$ cat src/rtl/id_pkg.sv
// Shared types and helpers for the ID-to-decimal digit streamer.
package id_pkg;

   localparam int BCD_W = 4;

   typedef enum logic [1:0] {
      IDLE    = 2'd0,
      CONVERT = 2'd1,
      EMIT    = 2'd2
   } state_t;

   // Decimal digits needed for a width-bit unsigned value: ceil(width * log10(2)).
   function automatic int digits_for_width(input int width);
      return (width * 30103 + 99999) / 100000;
   endfunction

endpackage

$ cat src/rtl/bcd_add3.sv
// Double-dabble nibble adjust: add 3 to any BCD nibble of 5 or more before the shift.
module bcd_add3
   import id_pkg::*;
(
   input  logic [BCD_W-1:0] nibble,
   output logic [BCD_W-1:0] adjusted
);

   assign adjusted = (nibble >= 4'd5) ? nibble + 4'd3 : nibble;

endmodule

$ cat src/rtl/id_digit_streamer.sv
// Serial double-dabble conversion of an unsigned ID, streamed out MSD first over valid/ready.
// Define ID_ZERO_SUPPRESS_EN to skip leading zero digits (at least one digit is always sent).
module id_digit_streamer
   import id_pkg::*;
#(
   parameter int WIDTH  = 32,
   parameter int DIGITS = 10
)
(
   input  logic                  clk,
   input  logic                  rst,
   input  logic                  start,
   input  logic [WIDTH-1:0]      id_in,
   output logic                  busy,
   output logic [BCD_W-1:0]      digit,
   output logic                  digit_valid,
   input  logic                  digit_ready,
   output logic                  digit_last,
   output logic                  done
);

   localparam int IDX_W = (DIGITS > 1) ? $clog2(DIGITS) : 1;
   localparam int CNT_W = $clog2(WIDTH + 1);
   localparam logic [CNT_W-1:0] CNT_INIT = CNT_W'(WIDTH);
   localparam logic [IDX_W-1:0] IDX_TOP  = IDX_W'(DIGITS - 1);

   if (WIDTH < 4 || WIDTH > 64) begin : g_bad_width
      $error("id_digit_streamer: WIDTH must be within 4..64");
   end
   if (DIGITS < digits_for_width(WIDTH)) begin : g_bad_digits
      $error("id_digit_streamer: DIGITS too small for WIDTH");
   end

   state_t                        state;
   logic [WIDTH-1:0]              shift_reg;
   logic [WIDTH-1:0]              shift_next;
   logic [DIGITS-1:0][BCD_W-1:0]  bcd_reg;
   logic [DIGITS-1:0][BCD_W-1:0]  bcd_adj;
   logic [DIGITS-1:0][BCD_W-1:0]  bcd_next;
   logic [CNT_W-1:0]              bit_cnt;
   logic [IDX_W-1:0]              idx;
   logic [IDX_W-1:0]              idx_entry;
   logic                          done_reg;
   logic                          xfer;

   for (genvar g = 0; g < DIGITS; g++) begin : g_adj
      bcd_add3 u_add3 (
         .nibble   (bcd_reg[g]),
         .adjusted (bcd_adj[g])
      );
   end

   assign {bcd_next, shift_next} = {bcd_adj, shift_reg} << 1;

   // Starting digit index, computed from the final BCD value during the last convert cycle
   // so that leading-zero skipping costs no extra cycle.
   always_comb begin
      idx_entry = IDX_TOP;
`ifdef ID_ZERO_SUPPRESS_EN
      idx_entry = '0;
      for (int i = 1; i < DIGITS; i++) begin
         if (bcd_next[i] != '0) idx_entry = IDX_W'(i);
      end
`endif
   end

   assign busy        = (state != IDLE);
   assign digit_valid = (state == EMIT);
   assign digit_last  = digit_valid && (idx == '0);
   assign digit       = digit_valid ? bcd_reg[idx] : '0;
   assign done        = done_reg;
   assign xfer        = digit_valid && digit_ready;

   always_ff @(posedge clk or posedge rst) begin
      if (rst) begin
         state     <= IDLE;
         shift_reg <= '0;
         bcd_reg   <= '0;
         bit_cnt   <= '0;
         idx       <= '0;
         done_reg  <= 1'b0;
      end else begin
         done_reg <= 1'b0;
         case (state)
            IDLE: begin
               if (start) begin
                  shift_reg <= id_in;
                  bcd_reg   <= '0;
                  bit_cnt   <= CNT_INIT;
                  state     <= CONVERT;
               end
            end
            CONVERT: begin
               bcd_reg   <= bcd_next;
               shift_reg <= shift_next;
               bit_cnt   <= bit_cnt - 1'b1;
               if (bit_cnt == CNT_W'(1)) begin
                  state <= EMIT;
                  idx   <= idx_entry;
               end
            end
            EMIT: begin
               if (xfer) begin
                  if (idx == '0) begin
                     state    <= IDLE;
                     done_reg <= 1'b1;
                  end else begin
                     idx <= idx - 1'b1;
                  end
               end
            end
            default: state <= IDLE;
         endcase
      end
   end

endmodule
$ cat config.mk
export PLATFORM = sky130hd
export DESIGN_NAME = id_digit_streamer
export DESIGN_NICKNAME = d
export VERILOG_FILES = /design/src/rtl/id_pkg.sv /design/src/rtl/bcd_add3.sv /design/src/rtl/id_digit_streamer.sv
export SDC_FILE = /design/constraint.sdc
export NUM_CORES = 1
export LEC_CHECK = 0
export CAP_MARGIN = 20
export CORE_UTILIZATION = 55
export DETAILED_ROUTE_END_ITERATION = 6
export PLACE_DENSITY = 0.84
export SYNTH_ARGS = -nofsm -noshare
export SYNTH_HDL_FRONTEND = slang
export SYNTH_SLANG_ARGS = --single-unit
$ cat constraint.sdc
create_clock -name clk -period 7.4 [get_ports clk]
set_clock_uncertainty 0.1 [all_clocks]
set_input_delay 1.48 -clock clk [delete_from_list [all_inputs] [get_ports clk]]
set_output_delay 1.48 -clock clk [all_outputs]
set_load 0.01 [all_outputs]
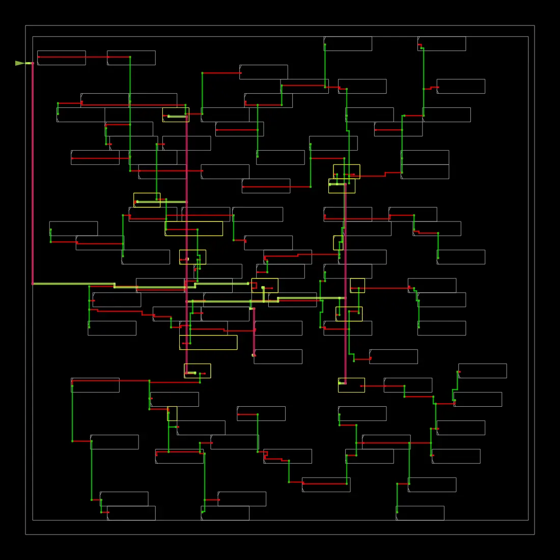
Run 1: clock wiring as the flow saved it
Clock Buffer Count: 9
Flops: 85
Clock Power: 352 µW
Latency at later pin: 360 ps
CTS Sinks: 85

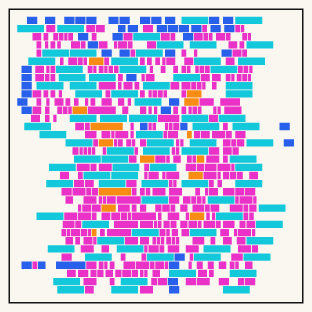
Run 1: cells coloured by class
Scale: 3 px per µm.
all other logic: marked magenta, cells 386, share of their area 48%. clock drivers and dummy loads: marked orange, cells 14, share of their area 3.7%. other buffers and delay cells: marked blue, cells 48, share of their area 8.9%. flip-flops: marked cyan, cells 85, share of their area 39%.
final core occ: 63.9%
std cell rows: 34
Core ar.: 8760 µm²
Seq/total area: 38.0%

==> Slide: Implementation Results, run 1 <==
Synthesis and Place & Route Summary

Floorplan
  – Chip width: slightly below 100 µm
  – Well-tap cell count: 108
  – Initial Utilization: 57.0%
  – Ports: 44
  – Die H: a little under 100 µm

Clock network
  – Post-CTS sizing: 0
  – Post-CTS Setup Inserts: 0
  – Num CTS Buffers: 9
  – CTS clk-pin slew, worst paths: about 90 ps
  – CTS tree: built

Finish
  – Leading cell kind: multi-input combinational cells
  – Diode count: 0
  – Clock-cell share: 3.60%
  – Top cell excl fill/tap: dfrtp_1
  – Most common logic cells in the final layout: dfrtp_1, nand2_1, o21ai_0, a21oi_1, clkdlybuf4s50_1
  – Non-clock buffering overhead: approximately 8.7%
  – Max reg flops: around 40
  – Layout area overhead: 12.1%
  – Combinational gate count: roughly 360
  – Combinational share of cell area: between 40% and 50%
  – Fraction of layout instances using a drive strength above 1: 9.19%
  – Nets: 590

Power and ir drop
  – VDD IR-drop max: about 190 µV
  – Sequential power share: 40.9%
  – LEAKAGE: 2.50 nW
  – Power per Cell Area: roughly 400 nW/µm²
  – Combinational power share: between 40% and 50%
  – Largest Pwr Group: combinational cells
  – NetSw: just under 900 µW
  – Sequential logic power: slightly below 900 µW

Logic synthesis
  – Ys async rst share: 100%
  – Ys flop type: dfrtp_1
  – Synth Seq Share: a little over two fifths
  – Leading area contributor after synthesis: dfrtp_1
  – Post-Synthesis Cells: 504
  – YS warnings: 0
  – Area share, top type: 42.6%
  – # Cells Yosys: between 500 and 600
  – Syn_area_per_cell: just under 10 µm²
  – Post-synth EDFFs: 0
  – Mapped Nets: ~560
  – Unique cell types: approximately 43

Setup path
  – Cell family with most CP delay: flip-flops
  – CP arrival: roughly 2500 ps
  – Worst path max stage delay: 910 ps
  – CP cell instances: mux4_2 > nand2_1 > a31oi_1 > clkdlybuf4s50_1
  – Critical-path top delay cell: dfrtp_1
  – CP Buf/Inv Count: 1
  – CP required: around 5800 ps
  – CP Launch Type: register

Run status
  – Outcome: complete, no violations

Timing
  – Hold Slack: a little under 400 ps
  – Setup-failing EPs final: 0
  – Setup TNS: 0 ps
  – Tmin final: between 4000 and 5000 ps
  – Peak Freq: approximately 240 MHz
  – RSZ-0062 raised after global routing: false
  – Min setup slack post-route: between 3000 and 4000 ps
  – Final Slew Violations: 0
  – Max transition margin: 27.2%

Placed design
  – Hpwl dp: roughly 6800 µm
  – Port bufs: between 40 and 50
  – Routability cong.: 0.820

GRT
  – First-pass GRT wire length: 18200 µm
  – Initial antenna violation count: 0

Drt
  – Pre-antenna DRT Iters: 5
  – Detailed Route Iter0 Violations: around 240
  – Post-DRT Antenna Nets: 0

Flow run
  – Tool Warnings: 38
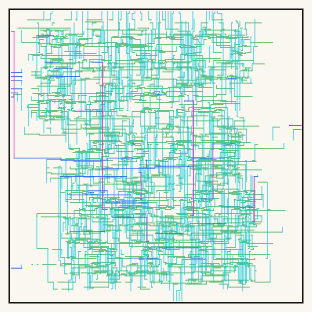
Run 1: routed metal, one colour a layer
Scale: 3 px per µm.
met4: marked magenta, wire length 180 µm. met2: marked cyan, wire length 5360 µm. met1: marked green, wire length 4570 µm. met3: marked blue, wire length 344 µm.
All-Layer GR Usage: 23.3%
Post-Route WL: 10500 µm
Via Count: 3859

[run 1: final timing paths]
kind                         startpoint  cells after the start  slack [ps]      endpoint
hold reg to reg            shift_reg[5]                      2         390  shift_reg[5]
max in group asynchronous           rst                      4        5170      state[0]
hold / removal             shift_reg[5]                      2         390  shift_reg[5]
setup / recovery                 idx[0]                      4        3290      digit[2]
setup reg to reg               state[0]                      4        4910    bit_cnt[4]
min in group asynchronous           rst                      3        1410   bcd_reg[17]
[run 1: metrics by stage]
step / instances / util (%) / instance area [µm²]
2_1_floorplan: 504 / - / 5000
3_3_place_gp: 626 / 61.3 / 5370
3_5_place_dp: 626 / 61.3 / 5370
4_1_cts: 640 / 63.6 / 5570
5_1_grt: 641 / 63.9 / 5600
6_report: 641 / 63.9 / 5600
[run 1: tightest hold or removal path: stages, from the launching register on]
cell and delay [ps]:
dfrtp_1 350, nand2_1 50, o21ai_0 60
[run 1: layer usage]
layer,track usage (%),part of all wire [%],vias to the layer above
li1,-,-,1849
met1,30.6,44,1915
met2,39.6,51,77
met3,2.88,3.3,18
met4,9.16,1.7,0
met5,0,0,-
[run 1: cells by family after synthesis]
group,share of synthesized area (%)
adder cells (fa/ha/maj),6.01
flip-flops,42.6
AND/OR/NAND/NOR,15.8
XOR/XNOR,3.15
AND-OR/OR-AND,19.8
buffers and inverters,6.51
multiplexers,6.11
[run 1: Yosys cell counts, drive strengths merged (2+ instances only)]
master and count:
nand2b 12, a22oi 4, a31oi 4, xnor2 10, xor2 8, and3b 31
dfrtp 85, nor2b 2, a32o 11, nor3 4, o21ai 55, nor4 2
mux2i 8, nand3 4, a22o 4, mux4 4, a21oi 44, ha 24
nor2 9, o32ai 7, o31ai 10, o22ai 13, nor3b 4, mux2 12
inv 27, nand2 67, buf 25, clkbuf 8
--- run 2 (diff from run 1) ---
clock period = 3.9 ns   (was 7.4 ns; I/O delays follow)
==> run 2 against run 1 <==
  * Register-to-register slack lost 3200 ps
  * Synthesized cell count is the same
  * Combinational power increased by 98%
  * Sequential power increased by 83%
  * Largest cell class unchanged
==> Slide: Implementation Results, run 2 <==
Synthesis and Place & Route Summary

Run status
  – Outcome: complete, no violations

Min path
  – Hold worst-path end: shift_reg[25]
  – Hold_sp: shift_reg[25]

Setup path
  – Worst-case reg-to-reg path depth: 5
  – FF-to-FF End: bit_cnt[4]
  – R2R setup slack: between 1500 and 2000 ps
  – CP required: 3020 ps
  – CP Launch Type: register

Drt
  – Post-DRT Antenna Nets: 0
  – Via Count: 3885
  – Post-Route WL: approximately 11000 µm
  – Pre-antenna DRT Iters: 4

Logic synthesis
  – # Cells Yosys: between 500 and 600
  – Mapped Nets: between 500 and 600
  – XOR/XNOR Area Share: 3.15%
  – Post-synth EDFFs: 0
  – Area share, top type: 42.6%
  – YS warnings: 0
  – Compound Share, Synth: 19.8%
  – Post-Synth Adder-Cell Area: under 10%
  – Ys flop type: dfrtp_1
  – Unique cell types: between 40 and 50
  – Syn_area_per_cell: ~10 µm²
  – Ys async rst share: 100%
  – Synth top cells by count: dfrtp_1, nand2_1, o21ai_0, a21oi_1, and3b_1
  – Synth Seq Share: between 40% and 50%
  – Leading area contributor after synthesis: dfrtp_1
  – Post-Synthesis Cells: 504
  – MUX area fraction: slightly above 6%

Timing
  – Setup TNS: 0 ps
  – RSZ-0062 raised after global routing: false
  – Min setup slack post-route: approximately 450 ps
  – Final Slew Violations: 0
  – Tmin final: 3450 ps
  – Max transition margin: roughly two fifths

Floorplan
  – Core ar.: between 8000 and 9000 µm²
  – Ports: about 44
  – Chip width: about 97 µm
  – Die H: a little under 100 µm
  – Std cell rows: 34
  – Initial Utilization: a little under three fifths

Clock network
  – CTS Sinks: roughly 85
  – Latency at later pin: roughly 350 ps
  – Num CTS Buffers: 9
  – CTS tree: built

Placed design
  – Hpwl dp: between 7000 and 8000 µm
  – Port bufs: approximately 43
  – Routability cong.: just over 0.8

Power and ir drop
  – Combinational power share: about 44%
  – Sequential power share: 38.8%
  – LEAKAGE: 2.52 nW
  – Power per Cell Area: about 750 nW/µm²
  – VDD IR-drop max: approximately 290 µV

Finish
  – Fraction of layout instances using a drive strength above 1: roughly 10%
  – Max reg flops: about 40
  – Top cell excl fill/tap: dfrtp_1

Flow run
  – Tool Warnings: 38
run 2: cell counts after synthesis:
Identical to the previous run, type by type.
run 2: per-layer routing:
metal	vias up	track usage, %	share of wire (%)
li1	1857	-	-
met1	1915	31.3	43
met2	95	39.1	51
met3	18	3.60	3.8
met4	0	9.05	1.9
met5	-	0	0
run 2: final cells by class:
class                           instances  area, µm²  area share (%)
Multi-Input combinational cell        359       2540            45.2
Sequential cell                        85       2130            37.8
Timing Repair Buffer                   51        490            8.71
Clock buffer                           11        151            2.69
Tap cell                              108        135            2.40
Inverter                               27        103            1.82
Clock inverter                          5       81.3            1.44
run 2: worst max-delay path by stage:
stage,startpoint,endpoint,slack (ps),cells after the start
finish,idx[0],digit[2],450,4
global route,idx[0],digit[2],350,4
global placement,idx[0],digit[2],960,4
floorplan,rst,bcd_reg[0],830,1
CTS,idx[0],digit[2],500,4
detailed placement,idx[0],digit[2],890,4
run 2: critical path, cell delays in order, from the launching register on:
cell and delay (ps):
dfrtp_1 920, mux2_2 420, a22oi_1 230, a31oi_1 140
clkdlybuf4s50_1 490
run 2: per-stage QoR:
| stage | power [mW] | area [µm²] | cells |
|---|---|---|---|
| after floorplan | 3.14 | 5000 | 504 |
| after global placement | 3.36 | 5400 | 630 |
| after detailed placement | 3.49 | 5400 | 630 |
| after CTS | 4.23 | 5630 | 646 |
| after global routing | 4.54 | 5630 | 646 |
| final | 4.23 | 5630 | 646 |
run 2: power by group through the flow:
| stage | sequential (mW) | clock (mW) | combinational (mW) |
|---|---|---|---|
| after floorplan | 1.48 | 0 | 1.66 |
| after global placement | 1.62 | 0 | 1.74 |
| after detailed placement | 1.64 | 0 | 1.85 |
| after CTS | 1.62 | 0.731 | 1.87 |
| after global routing | 1.69 | 0.766 | 2.09 |
| final | 1.64 | 0.724 | 1.86 |
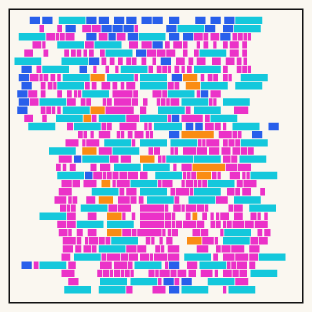
Run 2: cells coloured by class
Scale: 3 px per µm.
other buffers and delay cells: marked blue, cells 51, share of their area 8.9%. all other logic: marked magenta, cells 386, share of their area 48%. clock drivers and dummy loads: marked orange, cells 16, share of their area 4.2%. flip-flops: marked cyan, cells 85, share of their area 39%.
cell area after layout: 5630 µm²
final core occ: 64.3%
Seq/total area: 37.8%

--- run 3 (diff from run 2) ---
CORE_MARGIN = 2   (was default)
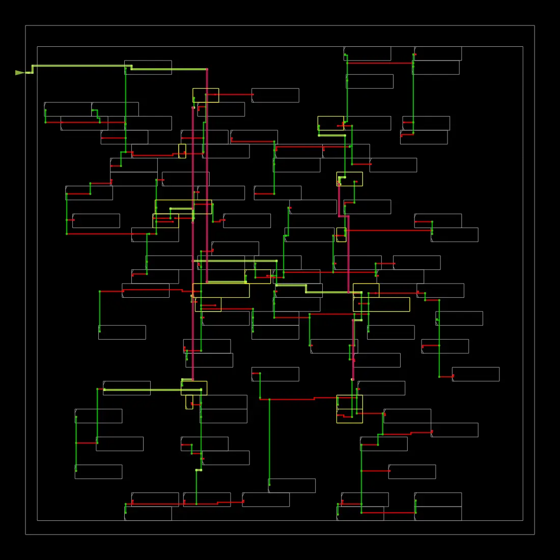
Run 3: clock wiring as the flow saved it
Clock Buffer Count: 12
Num CTS Buffers: 9
Clock Power: 758 µW

==> run 3 against run 2 <==
  * First-iteration DRC count is 22% lower
  * Cell area is essentially flat
  * Die size grew 4.2%
  * Global-route usage is 0.13 points higher
  * Core utilization about the same
  * Clock power is 4.7% higher
  * Via count rose by 1.8%
  * Setup slack better by 28 ps
  * Sequential power about the same
==> Slide: Implementation Results, run 3 <==
Synthesis and Place & Route Summary

Drt
  – Detailed Route Iter0 Violations: between 150 and 200
  – DR DRC count: 0
  – Post-DRT Antenna Nets: 0
  – Met2 wire len: between 5000 and 6000 µm
  – Wire length on met3: roughly 410 µm
  – Pre-antenna DRT Iters: 5
  – Via Count: about 4000
  – Metal-1 WL: about 4700 µm
  – Post-Route WL: around 11000 µm
  – Top routing layer used: met4

Finish
  – Max reg flops: 40
  – Layout area overhead: 12.7%
  – Most common logic cells in the final layout: dfrtp_1, nand2_1, o21ai_0, a21oi_1, clkdlybuf4s50_1
  – Logic area: 2540 µm²
  – Top cell excl fill/tap: dfrtp_1
  – Flop area: 2130 µm²
  – Fraction of layout instances using a drive strength above 1: a little under a tenth
  – Cell area after layout: 5630 µm²
  – Nets: about 590

Clock network
  – CTS tree: built
  – CTS clk-pin slew, worst paths: ~80 ps
  – CTS Hold Buffers Added: 0
  – CTS Sinks: ~85
  – Post-CTS sizing: 0
  – Latency at later pin: 360 ps
  – Post-CTS Setup Inserts: 0

GRT
  – All-Layer GR Usage: 23.7%
  – Top Usage Layer GRT: met2
  – Initial antenna violation count: 0
  – First-pass GRT wire length: about 19000 µm
  – Routing usage on met1: 30.1%
  – Met2 GRT Util: about two fifths
  – M3 GR Usage: 3.09%

Flow run
  – Tool Warnings: 38
  – MaxCap Viol Count: 0

Logic synthesis
  – Ys flop type: dfrtp_1
  – Ys flops: between 80 and 90
  – Ys async rst share: 100%
  – Mapped Nets: ~560
  – Leading area contributor after synthesis: dfrtp_1
  – Synth Seq Share: between 40 and 50%
  – YS warnings: 0
  – # Cells Yosys: about 500
  – Post-Synthesis Cells: ~500
  – Syn_area_per_cell: 9.92 µm²
  – Area share, top type: a little over two fifths
  – Most frequent cell after synthesis: dfrtp_1
  – Synth top cells by count: dfrtp_1, nand2_1, o21ai_0, a21oi_1, and3b_1
  – Post-synth EDFFs: 0

Floorplan
  – Ports: ~44
  – Core ar.: roughly 9000 µm²
  – Die area: ~9900 µm²
  – Initial Utilization: 57.0%
  – Die H: approximately 100 µm
  – Chip width: 99.3 µm

Setup path
  – CP Launch Type: register
  – Crit path depth: 4
  – Worst-case reg-to-reg path depth: 5
  – Critical-path top delay cell: dfrtp_1
  – Crit Reg-Reg Startpoint: state[0]
  – FF-to-FF End: bit_cnt[4]
  – CP Buf/Inv Count: 1
  – CP cell instances: mux4_2 > nand2_1 > a31oi_1 > clkdlybuf4s50_1
  – CP arrival: about 2500 ps
  – Cell family with most CP delay: flip-flops
  – CP required: around 3000 ps

Timing
  – Final Slew Violations: 0
  – RSZ-0062 raised after global routing: false
  – Peak Freq: 293 MHz
  – Tmin final: 3420 ps
  – Max transition margin: 26.9%
  – Setup-failing EPs final: 0
  – Hold Fails Final Rpt: 0
  – Setup TNS: 0 ps

Power and ir drop
  – VDD IR-drop max: ~320 µV
  – LEAKAGE: approximately 2.5 nW
  – Power per Cell Area: roughly 760 nW/µm²

Min path
  – Hold Path Cell Cnt: 2
  – Hold_sp: shift_reg[31]
  – Hold worst-path end: bcd_reg[0]
  – Hold Path Class: reg -> reg

Placed design
  – Placed inst area: roughly 5400 µm²
  – Port bufs: around 43
  – Hpwl dp: just over 7000 µm
  – Routability cong.: about 0.84

Run status
  – Outcome: complete, no violations
==> run 3: worst register-to-register path: cells and delay by family (launching register included) <==
family / cells / cell delay, ps
simple gates: 2 / 810
buf+inv: 1 / 470
compound gates: 2 / 380
flops: 1 / 360
==> run 3: cells by family after synthesis <==
kind of cell    Yosys count  share of synthesized area [%]
buf+inv                  60                           6.51
fa+ha+maj                24                           6.01
xor+xnor                 18                           3.15
mux                      24                           6.11
compound gates          156                           19.8
flops                    85                           42.6
simple gates            137                           15.8
==> run 3: where the power goes <==
part           internal (mW)  switching, mW
Sequential              1.25          0.394
Combinational          0.875           1.02
Clock                  0.443          0.315
==> run 3: how the worst max path moves through the flow <==
stage	slack [ps]	endpoint	start
final	480	digit[2]	idx[0]
after global routing	360	digit[3]	idx[0]
after CTS	490	digit[3]	idx[0]
after detailed placement	890	digit[3]	idx[0]
after global placement	950	digit[3]	idx[0]
after floorplan	830	bcd_reg[0]	rst
==> run 3: per-stage QoR <==
| stage | power (mW) | hold slack [ps] | setup WS, ps | util, % | cells |
|---|---|---|---|---|---|
| after detailed placement | 3.50 | 371 | 888 | 61.5 | 627 |
| after floorplan | 3.14 | 350 | 827 | - | 504 |
| after CTS | 4.29 | 391 | 486 | 64.3 | 643 |
| after global placement | 3.34 | 361 | 946 | 61.5 | 627 |
| after global routing | 4.60 | 414 | 359 | 64.3 | 643 |
| final | 4.30 | 385 | 481 | 64.3 | 643 |
==> run 3: final cells by class <==
| cell class | count | share of cell area, % |
|---|---|---|
| multi-input combinational | 359 | 45.2 |
| sequential | 85 | 37.8 |
| timing repair buffer | 48 | 8.53 |
| clock buffer | 12 | 2.58 |
| tap | 108 | 2.40 |
| inverter | 27 | 1.82 |
| clock inverter | 4 | 1.69 |
No activity file was given, so power comes from the tool's default toggle rates.
